`src/rtl/dct_2d_seq_ctrl.sv`:
```
// 8x8 2D DCT sequencer: row pass through a shared DCT_1D, transpose buffer, column pass.
// Latency: first column valid 2 cycles after the 8th row handshake, then one column per cycle.
// Backpressure: in_ready low while columns drain; out_row/out_valid hold while out_ready is low.
module dct_2d_seq_ctrl #(
  parameter int DATA_W = 8,  // only 8 is supported (DCT_1D is fixed at 8-bit lanes)
  parameter int N      = 8   // only 8 is supported
) (
  input  logic                clk,
  input  logic                rst,
  input  logic                in_valid,
  output logic                in_ready,
  input  logic [DATA_W*N-1:0] in_row,
  output logic [DATA_W*N-1:0] dct_in,
  input  logic [DATA_W*N-1:0] dct_out,
  output logic                out_valid,
  input  logic                out_ready,
  output logic [DATA_W*N-1:0] out_row,
  output logic                busy,
  output logic                blk_done
);

  localparam int                W       = DATA_W * N;
  localparam int                CNT_W   = $clog2(N);
  localparam logic [CNT_W-1:0]  CNT_MAX = CNT_W'(N - 1);
  localparam logic [CNT_W-1:0]  CNT_ONE = CNT_W'(1);

  typedef enum logic [1:0] {
    S_ROW  = 2'd0,
    S_LOAD = 2'd1,
    S_OUT  = 2'd2
  } state_t;

  state_t            state;
  state_t            state_nxt;
  logic [CNT_W-1:0]  row_cnt;
  logic [CNT_W-1:0]  col_cnt;
  logic [CNT_W-1:0]  col_idx;
  logic [W-1:0]      col_vec;
  logic [W-1:0]      tbuf [N];
  logic              row_acc;

  // Row-pass results, one row-transformed vector per accepted input row
  always_ff @(posedge clk) begin
    if (row_acc) begin
      tbuf[row_cnt] <= dct_out;
    end
  end

  // Gather column col_idx of the transpose buffer; row 0 lands in the top byte
  always_comb begin
    col_vec = '0;
    for (int r = 0; r < N; r++) begin
      col_vec[(N-1-r)*DATA_W +: DATA_W] = tbuf[r][(N-1-int'(col_idx))*DATA_W +: DATA_W];
    end
  end

  // State register
  always_ff @(posedge clk) begin
    if (rst) begin
      state <= S_ROW;
    end else begin
      state <= state_nxt;
    end
  end

  // Next state, DCT operand select and input handshake
  always_comb begin
    state_nxt = state;
    in_ready  = 1'b0;
    col_idx   = '0;
    unique case (state)
      S_ROW: begin
        in_ready = !rst;
        if (in_valid && !rst && row_cnt == CNT_MAX) begin
          state_nxt = S_LOAD;
        end
      end
      S_LOAD: begin
        col_idx   = '0;
        state_nxt = S_OUT;
      end
      S_OUT: begin
        // Prefetch the next column so it is ready the moment the current one is taken;
        // the wrap at col_cnt==7 is harmless because that result is never captured.
        col_idx = col_cnt + CNT_ONE;
        if (out_valid && out_ready && col_cnt == CNT_MAX) begin
          state_nxt = S_ROW;
        end
      end
      default: state_nxt = S_ROW;
    endcase
  end

  assign row_acc = in_valid && in_ready;
  assign dct_in  = (state == S_ROW) ? in_row : col_vec;
  assign busy    = (state != S_ROW) || (row_cnt != '0);

  // Counters, output column register and completion pulse
  always_ff @(posedge clk) begin
    if (rst) begin
      row_cnt   <= '0;
      col_cnt   <= '0;
      out_valid <= 1'b0;
      out_row   <= '0;
      blk_done  <= 1'b0;
    end else begin
      blk_done <= 1'b0;
      unique case (state)
        S_ROW: begin
          if (row_acc) begin
            row_cnt <= (row_cnt == CNT_MAX) ? '0 : row_cnt + CNT_ONE;
          end
        end
        S_LOAD: begin
          out_row   <= dct_out;
          out_valid <= 1'b1;
          col_cnt   <= '0;
        end
        S_OUT: begin
          if (out_valid && out_ready) begin
            if (col_cnt == CNT_MAX) begin
              out_valid <= 1'b0;
              blk_done  <= 1'b1;
            end else begin
              out_row <= dct_out;
              col_cnt <= col_cnt + CNT_ONE;
            end
          end
        end
        default: ;
      endcase
    end
  end

endmodule
```
`config.mk`:
```
export PLATFORM = sky130hd
export DESIGN_NAME = dct_2d_seq_ctrl
export DESIGN_NICKNAME = d
export VERILOG_FILES = /design/src/rtl/dct_2d_seq_ctrl.sv
export SDC_FILE = /design/constraint.sdc
export NUM_CORES = 1
export LEC_CHECK = 0
export CAP_MARGIN = 20
export CORE_MARGIN = 10
export CORE_UTILIZATION = 55
export CTS_CLUSTER_SIZE = 16
export DETAILED_ROUTE_END_ITERATION = 10
export PLACE_DENSITY_LB_ADDON = 0.08
export SLEW_MARGIN = 20
export SYNTH_ARGS = -nofsm -noshare
export SYNTH_HDL_FRONTEND = slang
export SYNTH_SLANG_ARGS = --single-unit
```
`constraint.sdc`:
```
create_clock -name clk -period 19.9 [get_ports clk]
set_input_delay 3.98 -clock clk [delete_from_list [all_inputs] [get_ports clk]]
set_output_delay 3.98 -clock clk [all_outputs]
set_load 0.05 [all_outputs]
```
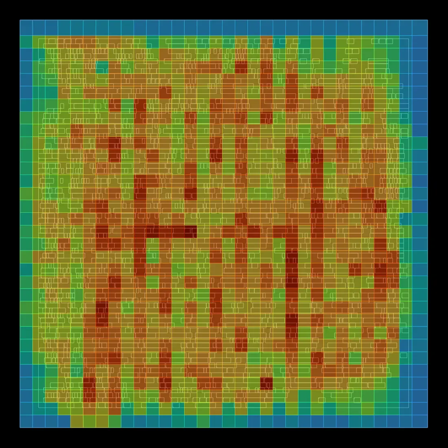
run_1/final_congestion.png
met3 layer usage reported by global route: 6.485%
most congested layer reported by global routing: met2
WL per Instance: 28.04 µm
post-layout utilization of the core: 67.43%
aggregate global-route resource usage: 26.39%

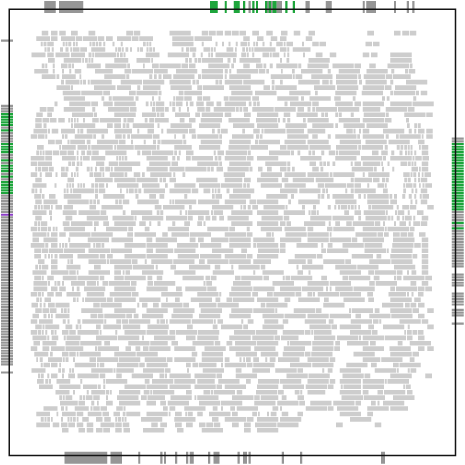
run_1/pins.png
(2 px per µm) Pins as bars across the die edge, other pins in gray.
- in_row: green (pins 64; direction input; edge 27 right, 20 left, 17 top)
- busy: purple (pins 1; direction output; edge left)
- all pins by edge: 98 left, 62 right, 56 top, 48 bottom
Die X-Extent: 222.4 µm
number of I/O port buffers: 263
Vert. Die Dim: 222.4 µm

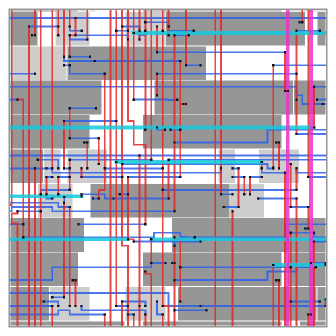
run_1/zoom.png
Window x 99 to 124, y 54 to 79 µm. Cells in gray, sequential cells in the stronger gray; small squares are vias.
- met4: magenta
- met1: blue
- met2: red
- met3: cyan
- cells with their middle in the window: 21
- sequential cells in the window: 11
- most frequent: edfxtp_1 (11), o221ai_1 (4), a22oi_1 (3)
- netlist names of flops here include: tbuf (11)

==> flow_summary.yaml, run 1 <==
# flow metrics
synth:
  common_cells: "512 x sky130_fd_sc_hd__edfxtp_1, 201 x sky130_fd_sc_hd__nand2_1, 138 x sky130_fd_sc_hd__nor2_1, 128 x sky130_fd_sc_hd__o21ai_0, 74 x sky130_fd_sc_hd__dfxtp_1"
  synth_chip_area_mm2: 0.02253
  ys_sh_aoi_pct: 11.72
  netlist.top_cell.by_instances: "sky130_fd_sc_hd__edfxtp_1"
  muxShareOfSynthArea_pct: 2.888
  syn_nets: 1736
  synth_warnings: 0
  synth_top_flop_cell: "sky130_fd_sc_hd__edfxtp_1"
run_status:
  outcome: "finished clean"
setup_path:
  rrSetupSlack_ns: 16.72
  cp-endpoint: "dct_in[6]"
  r2r-start: "state[0]"
layout:
  syn_to_final_growth_pct: 21.66
  fin_area_mm2: 0.02741
job:
  maxCapViolCount: 0
  warnings: 30
final_timing:
  finalHoldWorstSlack_ns: 0.4489
  final_worst_clock_skew_ns: 0.008531
detailed_routing:
  route.final.wire_length_um: 67350
pwr:
  pwr-share-comb_pct: 5.2
  net_switching_mw: 0.5400
clock_tree:
  ctsHoldBuffers: 0
  clock_root_buffer_master: "sky130_fd_sc_hd__clkbuf_16"
place:
  gp_congestion: 0.8245
worst_hold_path:
  timing.hold.worst.start: "out_row[20]"
==> run 1: cell type report <==
class,count,area [µm²],area share (%)
flip-flops and latches,586,16860,61.53
multi-input cells,891,5189,18.93
repair buffers,286,2800,10.22
clock buffers,83,1624,5.926
well taps,532,665.6,2.429
clock inverters,20,251.5,0.9176
inverters,3,11.26,0.04109
diodes,1,2.502,0.009131
==> run 1: per-layer routing <==
layer | track usage, % | vias to the layer above | wire, µm
li1 | - | 6590 | -
met4 | 8.304 | 4 | 1904
met5 | 0 | - | 25
met2 | 39.60 | 894 | 30490
met1 | 37.32 | 7480 | 27410
met3 | 6.485 | 99 | 7512
==> run 1: flip-flops by register name, summed over array words and instances (netlist names) <==
name       count
tbuf         512
out_row       64
col_cnt        3
row_cnt        3
state          2
blk_done       1
out_valid      1
==> run 2, diff against run 1 <==
Settings changed: CORE_UTILIZATION 55 to 50.
Clock period 19.9 ns to 9.3 ns, I/O delays scaled along.
==> run 2 against run 1 <==
  * Synthesized cell count did not move
  * Utilization fell by 5.8 points
  * Clock power rose by 100%
  * Die area rose by 9.1%
  * Count of clock-buffer cells in the layout fell by 10
  * Via count fell by 0.93%
  * Register-to-register slack got worse by 11 ns
  * Global-route usage fell by 1.2 points
  * Flip-flop count did not move
  * Design area fell by 0.15%
  * Sequential share of layout area rose by 0.093 points
  * Largest cell class unchanged
==> flow_summary.yaml, run 2 <==
# flow metrics
run_status:
  outcome: "finished clean"
global_route:
  globalRoute.busiestLayer: "met2"
  met3_layer_usage_reported_by_global_route_pct: 5.974
  groute.layer.met2.usage_pct: 37.83
  use_met1_pct: 36.26
setup_path:
  rrSetupSlack_ns: 5.97
  r2r-start: "state[0]"
layout:
  registers.top_by_ff_count: "tbuf"
  layout_top_registers: "tbuf x512, out_row x64"
  n_all_inverters: 3
  clock_tree_area_fraction_pct: 6.433
  syn_to_final_growth_pct: 21.47
  multiInputCombCellCount: 891
  combinational_share_of_cell_area_pct: 18.98
  diodes: 2
  logic_area_mm2: 0.005195
  fin_area_mm2: 0.02737
  seq_area_share_pct: 61.62
  signal_buffers: 283
  layout.area.top_class: "flip-flops and latches"
  layout.area.seq_mm2: 0.01686
  clock_buffers: 73
synth:
  synth_chip_area_mm2: 0.02253
  synth_warnings: 0
  synth_top_flop_cell: "sky130_fd_sc_hd__edfxtp_1"
  netlist.top_cell.by_instances: "sky130_fd_sc_hd__edfxtp_1"
  common_cells: "512 x sky130_fd_sc_hd__edfxtp_1, 201 x sky130_fd_sc_hd__nand2_1, 138 x sky130_fd_sc_hd__nor2_1, 128 x sky130_fd_sc_hd__o21ai_0, 74 x sky130_fd_sc_hd__dfxtp_1"
detailed_routing:
  top_signal_layer_used: "met5"
  metal1_wirelength_um: 29470
  route.final.wire_length_um: 69470
  routed_wire_length_per_instance_um: 28.20
final_timing:
  finalHoldWorstSlack_ns: 0.4518
  final_worst_clock_skew_ns: 0.01617
floorplanning:
  fp.dieW_um: 232.3
  well_tap_count: 592
  die_height_um: 232.3
place:
  port_buffers: 263
  gp_congestion: 0.8029
worst_hold_path:
  timing.hold.worst.start: "out_row[52]"
clock_tree:
  clock_root_buffer_master: "sky130_fd_sc_hd__clkbuf_16"
  ctsHoldBuffers: 0
-- run 2: cell types whose count changed in the layout (fill, tap and decap cells not counted), sizes merged --
cell / before / now
clkinvlp: 0 / 1
diode: 1 / 2
clkinv: 12 / 29
bufinv: 6 / 1
buf: 24 / 21
clkbuf: 83 / 73
-- run 2: cell families after synthesis --
family	Yosys count	share of synthesized area, %
simple gates	427	7.759
compound gates	394	11.72
fa+ha+maj	5	0.2777
mux	65	2.888
buf+inv	122	2.533
flops	586	74.82
-- run 2: critical path: cells and delay by family, from the launching register on --
kind | cells | cell delay [ns]
AND-OR/OR-AND | 3 | 1.03
adder cells (fa/ha/maj) | 1 | 0.77
flip-flops | 1 | 0.69
buffers and inverters | 2 | 1.42
multiplexers | 1 | 0.17
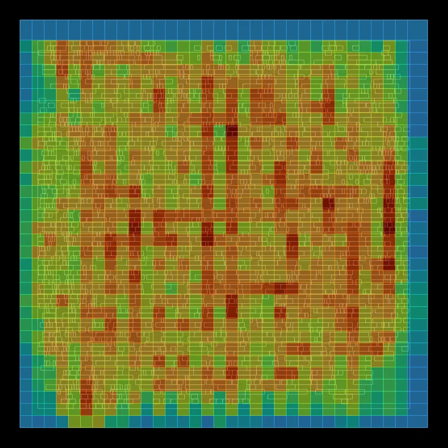
run_2/final_congestion.png
post-layout utilization of the core: 61.61%
aggregate global-route resource usage: 25.20%

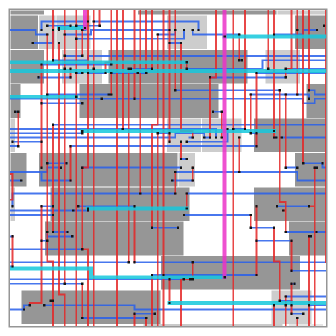
run_2/zoom.png
Window x 104 to 129, y 57 to 82 µm. Cells in gray, sequential cells in the stronger gray; small squares are vias.
- met4: magenta
- met2: red
- met3: cyan
- met1: blue
- sequential cells in the window: 9
- netlist names of flops here include: tbuf (9)
- cells with their middle in the window: 18
- most frequent: edfxtp_1 (9)

Power is estimated from default activity; no workload was simulated.
